Figure 1. The clock network (run 1).
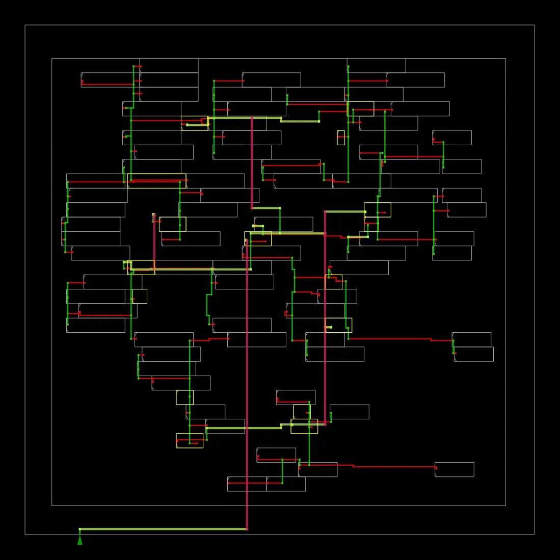
Figure 2. PDN straps and rails (run 1).
Bar = 20 um. Pins as bars on the die edge.
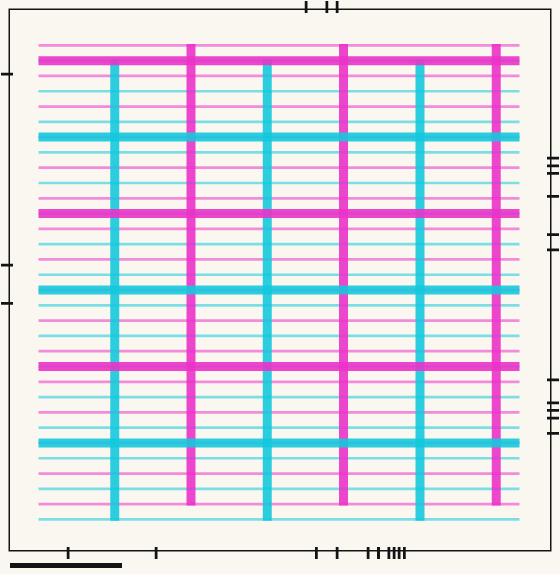
Figure 3. The metal 3 layer (run 1).
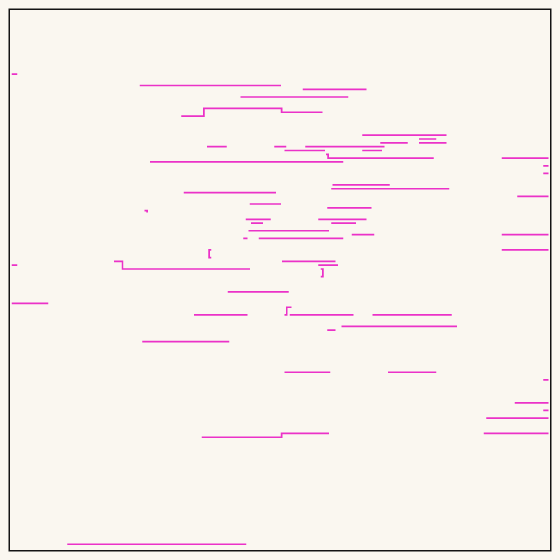
Figure 4. Routed metal, one colour a layer (run 1).
Bar = 20 um. Two of the layers only.
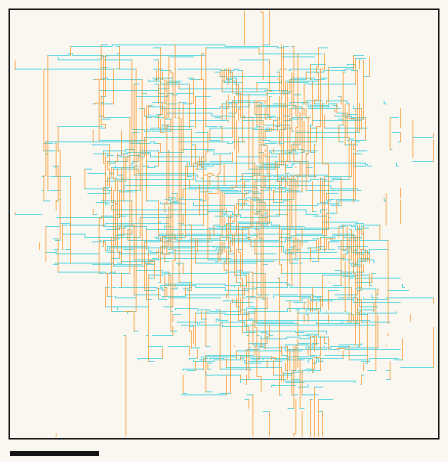
$ cat config.mk
export PLATFORM = sky130hd
export DESIGN_NAME = adder_result_buffer
export DESIGN_NICKNAME = d
export VERILOG_FILES = /design/src/rtl/adder_pkg.sv /design/src/rtl/result_fifo_mem.sv /design/src/rtl/adder_result_buffer.sv
export SDC_FILE = /design/constraint.sdc
export NUM_CORES = 1
export LEC_CHECK = 0
export CORE_MARGIN = 5
export CORE_UTILIZATION = 45
export CTS_BUF_LIST = sky130_fd_sc_hd__clkbuf_8
export DETAILED_ROUTE_END_ITERATION = 10
export GPL_TIMING_DRIVEN = 0
export PLACE_DENSITY = 0.66
export SLEW_MARGIN = 20
export SYNTH_ARGS = -nofsm -noshare
export SYNTH_HDL_FRONTEND = slang
export SYNTH_SLANG_ARGS = --single-unit
export TNS_END_PERCENT = 5
$ cat constraint.sdc
create_clock -name clk -period 4.9 [get_ports clk]
set_clock_uncertainty 0.1 [all_clocks]
set_input_delay 1.47 -clock clk [delete_from_list [all_inputs] [get_ports clk]]
set_output_delay 1.47 -clock clk [all_outputs]
set_load 0.05 [all_outputs]
$ cat src/rtl/adder_pkg.sv
// Shared constants and types for the adder result buffer.
//  SUM_W : width of one sum word (matches the adder's c output)
//  DEPTH : FIFO entries, power of two, >= 2
//  CNT_W : occupancy width, wide enough to hold DEPTH itself
//  PTR_W : pointer width; pointers wrap naturally from DEPTH-1 to 0
package adder_pkg;
    localparam int SUM_W = 7;
    localparam int DEPTH = 8;
    localparam int CNT_W = $clog2(DEPTH) + 1;
    localparam int PTR_W = $clog2(DEPTH);

    typedef logic [SUM_W-1:0] sum_t;
    typedef logic [CNT_W-1:0] cnt_t;
    typedef logic [PTR_W-1:0] ptr_t;
endpackage

$ cat src/rtl/result_fifo_mem.sv
// DEPTH x SUM_W storage for adder_result_buffer.
// One write port and a registered read port. The read register takes the
// write data when the address being written is the address read next, so a
// word written into an empty buffer appears on rd_data right after the same
// edge without any combinational path from wr_data to rd_data.
//  clk, reset : clock, synchronous active-high reset (clears rd_data only)
//  wr_en/wr_addr/wr_data : write port
//  rd_addr    : address to present after the next edge
//  rd_data    : registered read data
module result_fifo_mem
    import adder_pkg::*;
(
    input  logic clk,
    input  logic reset,
    input  logic wr_en,
    input  ptr_t wr_addr,
    input  sum_t wr_data,
    input  ptr_t rd_addr,
    output sum_t rd_data
);
    sum_t mem_r [DEPTH];
    sum_t rd_data_r;

    // Storage array write port (contents are not reset)
    always_ff @(posedge clk) begin
        if (wr_en) begin
            mem_r[wr_addr] <= wr_data;
        end
    end

    // Registered read with write-through when reading the slot being written
    always_ff @(posedge clk) begin
        if (reset) begin
            rd_data_r <= sum_t'(0);
        end else if (wr_en && (wr_addr == rd_addr)) begin
            rd_data_r <= wr_data;
        end else begin
            rd_data_r <= mem_r[rd_addr];
        end
    end

    assign rd_data = rd_data_r;
endmodule

$ cat src/rtl/adder_result_buffer.sv
// Downstream stage of the adder: captures every valid sum into a small FIFO
// and presents it to a consumer over valid/ready. The adder cannot be
// stalled, so a sum arriving while full (and not popping) is dropped and
// raises the sticky overflow flag.
// Ports:
//  clk, reset            : clock, synchronous active-high reset
//  in_valid, in_sum      : sum offered by the adder this cycle
//  out_valid, out_data   : head entry, held stable while stalled
//  out_ready             : consumer accepts the head this cycle
//  full, empty, count    : occupancy status
//  overflow, ovf_clr     : sticky drop flag and its synchronous clear
// Optional macro RESULT_BUF_STATS_EN adds acc_cnt/drop_cnt saturating
// counters of accepted and dropped sums.
module adder_result_buffer
    import adder_pkg::*;
(
    input  logic        clk,
    input  logic        reset,
    input  logic        in_valid,
    input  sum_t        in_sum,
    output logic        out_valid,
    output sum_t        out_data,
    input  logic        out_ready,
    output logic        full,
    output logic        empty,
    output cnt_t        count,
    output logic        overflow,
    input  logic        ovf_clr
`ifdef RESULT_BUF_STATS_EN
    ,
    output logic [15:0] acc_cnt,
    output logic [15:0] drop_cnt
`endif
);
    ptr_t wr_ptr_r;
    ptr_t rd_ptr_r;
    cnt_t count_r;
    logic out_valid_r;
    logic overflow_r;

    logic push_s;
    logic pop_s;
    logic drop_s;
    logic full_s;
    ptr_t rd_addr_next_s;
    cnt_t count_next_s;

    assign full_s = (count_r == cnt_t'(DEPTH));

    // Handshake decode: a pop frees a slot, so a push is accepted even when full
    always_comb begin
        pop_s  = out_valid_r && out_ready;
        push_s = in_valid && (!full_s || pop_s);
        drop_s = in_valid && full_s && !pop_s;
    end

    // Next read address and next occupancy
    always_comb begin
        rd_addr_next_s = rd_ptr_r;
        count_next_s   = count_r;
        if (pop_s) begin
            rd_addr_next_s = rd_ptr_r + ptr_t'(1);
        end else begin
            rd_addr_next_s = rd_ptr_r;
        end
        case ({push_s, pop_s})
            2'b10:   count_next_s = count_r + cnt_t'(1);
            2'b01:   count_next_s = count_r - cnt_t'(1);
            default: count_next_s = count_r;
        endcase
    end

    // Pointer, occupancy, valid and sticky-overflow state
    always_ff @(posedge clk) begin
        if (reset) begin
            wr_ptr_r    <= ptr_t'(0);
            rd_ptr_r    <= ptr_t'(0);
            count_r     <= cnt_t'(0);
            out_valid_r <= 1'b0;
            overflow_r  <= 1'b0;
        end else begin
            if (push_s) begin
                wr_ptr_r <= wr_ptr_r + ptr_t'(1);
            end
            rd_ptr_r    <= rd_addr_next_s;
            count_r     <= count_next_s;
            out_valid_r <= (count_next_s != cnt_t'(0));
            // A drop in the same cycle as ovf_clr keeps the flag set
            if (drop_s) begin
                overflow_r <= 1'b1;
            end else if (ovf_clr) begin
                overflow_r <= 1'b0;
            end
        end
    end

    result_fifo_mem u_mem (
        .clk     (clk),
        .reset   (reset),
        .wr_en   (push_s && !reset),
        .wr_addr (wr_ptr_r),
        .wr_data (in_sum),
        .rd_addr (rd_addr_next_s),
        .rd_data (out_data)
    );

    assign out_valid = out_valid_r;
    assign count     = count_r;
    assign full      = full_s;
    assign empty     = (count_r == cnt_t'(0));
    assign overflow  = overflow_r;

`ifdef RESULT_BUF_STATS_EN
    logic [15:0] acc_cnt_r;
    logic [15:0] drop_cnt_r;

    // Saturating counters of accepted and dropped sums
    always_ff @(posedge clk) begin
        if (reset) begin
            acc_cnt_r  <= 16'h0000;
            drop_cnt_r <= 16'h0000;
        end else begin
            if (push_s && (acc_cnt_r != 16'hFFFF)) begin
                acc_cnt_r <= acc_cnt_r + 16'h0001;
            end
            if (drop_s && (drop_cnt_r != 16'hFFFF)) begin
                drop_cnt_r <= drop_cnt_r + 16'h0001;
            end
        end
    end

    assign acc_cnt  = acc_cnt_r;
    assign drop_cnt = drop_cnt_r;
`endif
endmodule

==> results.toml, run 1 <==
# flow metrics
[outcome]
outcome = "completed"

[place]
place_area_um2 = 3720

[critical_path]
crit_path_end = "u_mem.mem_r[0][2]$_DFFE_PP_"
critPathLaunchType = "primary input"
slowest_stage = "nor3_1"
r2r_start = "out_valid$_SDFF_PP0_"
rr_worst_depth = 5
arrival_ns = 3.84
cp-startpoint = "out_ready"
max_stage_delay_ns = 0.82

[timing]
finalSetupViolCount = 0
worst_slew_pin_slew_ns = 1.10
finalCritPeriodShare_pct = 81.0
relSlewSlack_pct = 26.2

[grt]
use_met1_pct = 26.8
overflow = 0
grt_max_degree = 15
antenna_found_initial = 0

[power_and_ir_drop]
pwr-share-comb_pct = 25.7
power.group.top = "sequential cells"
seq_power_share_pct = 45.0
pwr-share-clk_pct = 29.3

[floorplan]
tapCellCount = 99
rows = 31

[drt]
wl_met2_um = 3400
met1_length_um = 3570
vias_per_cell = 5.69
wl_met3_um = 564
dr.max_layer_used = "met4"

[yosys]
async_flop_share_pct = 0
top_area_cell = "edfxtp_1"
yosys-top-cells-count = "edfxtp_1, nand3_1, a21oi_1, nor2_1, dfxtp_1"
xor_area_share_pct = 2.52
synth_flops = 75
fp_nets = 307
edf_count = 56
ys_warn_count = 0

[cts]
cts_setup_buffers = 0
cts_hold_buf = 0

[finish]
lay_top_count = "edfxtp_1"
fin_area_um2 = 3920
ff_latch_area_um2 = 2060
clock_area_share_pct = 5.08
seq_share_pct = 52.7
layout_top_cells = "edfxtp_1, nand3_1, clkdlybuf4s50_1, nor2_1, a21oi_1"
fin_cells = 433
logic_area_um2 = 1180

[run]
warning_count = 26
## Picture notes: Figure 1
final-layout clock buffer total: 9
registers: 75
Late-Pin Clk Latency: 0.36 ns
Clock group: 0.484 mW
clock sink total: 75

## Picture notes: Figure 2
cyan -> VSS
magenta -> VDD
met5 straps = 6
rows = 31
met1 rails = 32
met4 straps = 6
die height: 96.1 um
die x size: 96.1 um
maximum vdd drop: 193 uV
core area: 7210 um2

## Picture notes: Figure 3
main direction = horizontal
share of all routed wire = 7.4%
nets with wire on the layer = 46
vias: 2463
Routed WL: 7670 um
GR Util met3: 4.69%

## Picture notes: Figure 4
cyan -> met1  # wire length 3570 um
orange -> met2  # wire length 3400 um
WL/cell: 17.7 um
GRT Total Usage: 18.5%

--- run 2 (diff from run 1) ---
Clock period 4.9 ns to 3.75 ns, I/O delays scaled along.
Figure 5. The metal 2 layer (run 2).
Bar = 20 um.
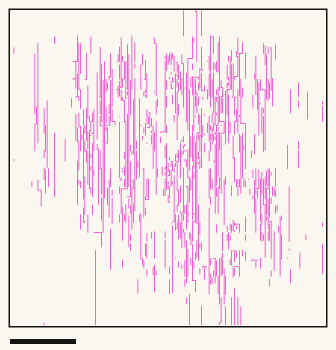
longest straight run = 46.2 um
nets with wire on the layer = 275
main direction = vertical
met2 usage: 27.0%
vias: 2487
Routed WL: 7690 um

Figure 6. PDN straps and rails (run 2).
Bar = 20 um. Pins as bars on the die edge.
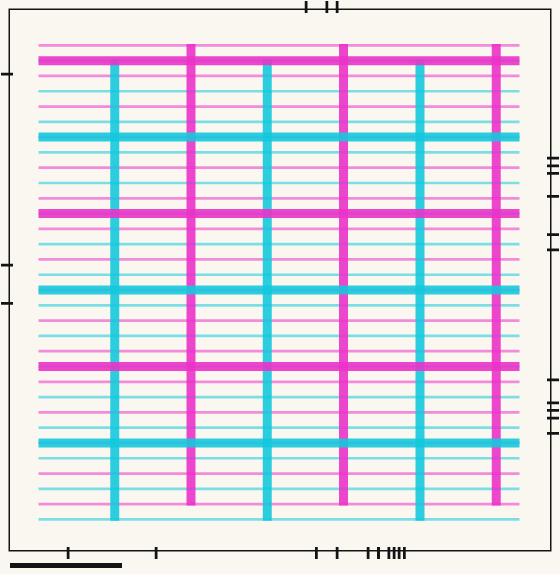
magenta -> VDD
cyan -> VSS
signal pins = 27
met5 straps = 6
met1 rails = 32
maximum vdd drop: 252 uV

==> run 2 against run 1 <==
Clock-buffer cell count did not move. Clock power rose by about 30%. Synthesized cell count did not move. Register-to-register slack got worse by 1.0 ns. Non-clock buffer count stayed put. Core utilization up 0.069 points. First-iteration DRC count is 7.6% higher. Cell area grew 0.13%. Critical path depth increased by 1. Critical path type unchanged. Largest cell class unchanged.
==> results.toml, run 2 <==
# flow metrics
[critical_path]
cp-startpoint = "out_ready"
crit_path_end = "u_mem.mem_r[1][2]$_DFFE_PP_"
rr_worst_depth = 6
slowest_stage = "nor3_1"
critPathLaunchType = "primary input"
r2r_start = "rd_ptr_r[0]$_SDFF_PP0_"

[grt]
use_met1_pct = 26.8
grt_max_degree = 15
met3_usage_pct = 4.69
overflow = 0
antenna_found_initial = 0
grtUsageTotal_pct = 18.5

[finish]
seq_share_pct = 52.6
ff_latch_area_um2 = 2060
clock_area_share_pct = 5.08
fin_cells = 433
clkbuf_count = 9
fin_area_um2 = 3920
layout_top_cells = "edfxtp_1, nand3_1, clkdlybuf4s50_1, nor2_1, a21oi_1"
seq_cell_count = 75

[drt]
met1_length_um = 3600
wl_per_cell_um = 17.8
wl_met3_um = 501

[yosys]
edf_count = 56
async_flop_share_pct = 0
ys_warn_count = 0
fp_nets = 307
top_area_cell = "edfxtp_1"
synth_flops = 75

[cts]
cts_sinks = 75
cts_hold_buf = 0
insertion_delay_ns = 0.36

[power_and_ir_drop]
power.group.top = "sequential cells"
pwr-share-comb_pct = 25.8
pg_clk_mw = 0.629
pwr-share-clk_pct = 29.2

[timing]
worst_slew_pin_slew_ns = 1.08
relSlewSlack_pct = 27.4
finalSetupViolCount = 0

[floorplan]
tapCellCount = 99
coreArea_um2 = 7210
die_h_um = 96.1

[place]
place_area_um2 = 3720

[outcome]
outcome = "completed"

[run]
warning_count = 26
No activity file was given, so power comes from the tool's default toggle rates.
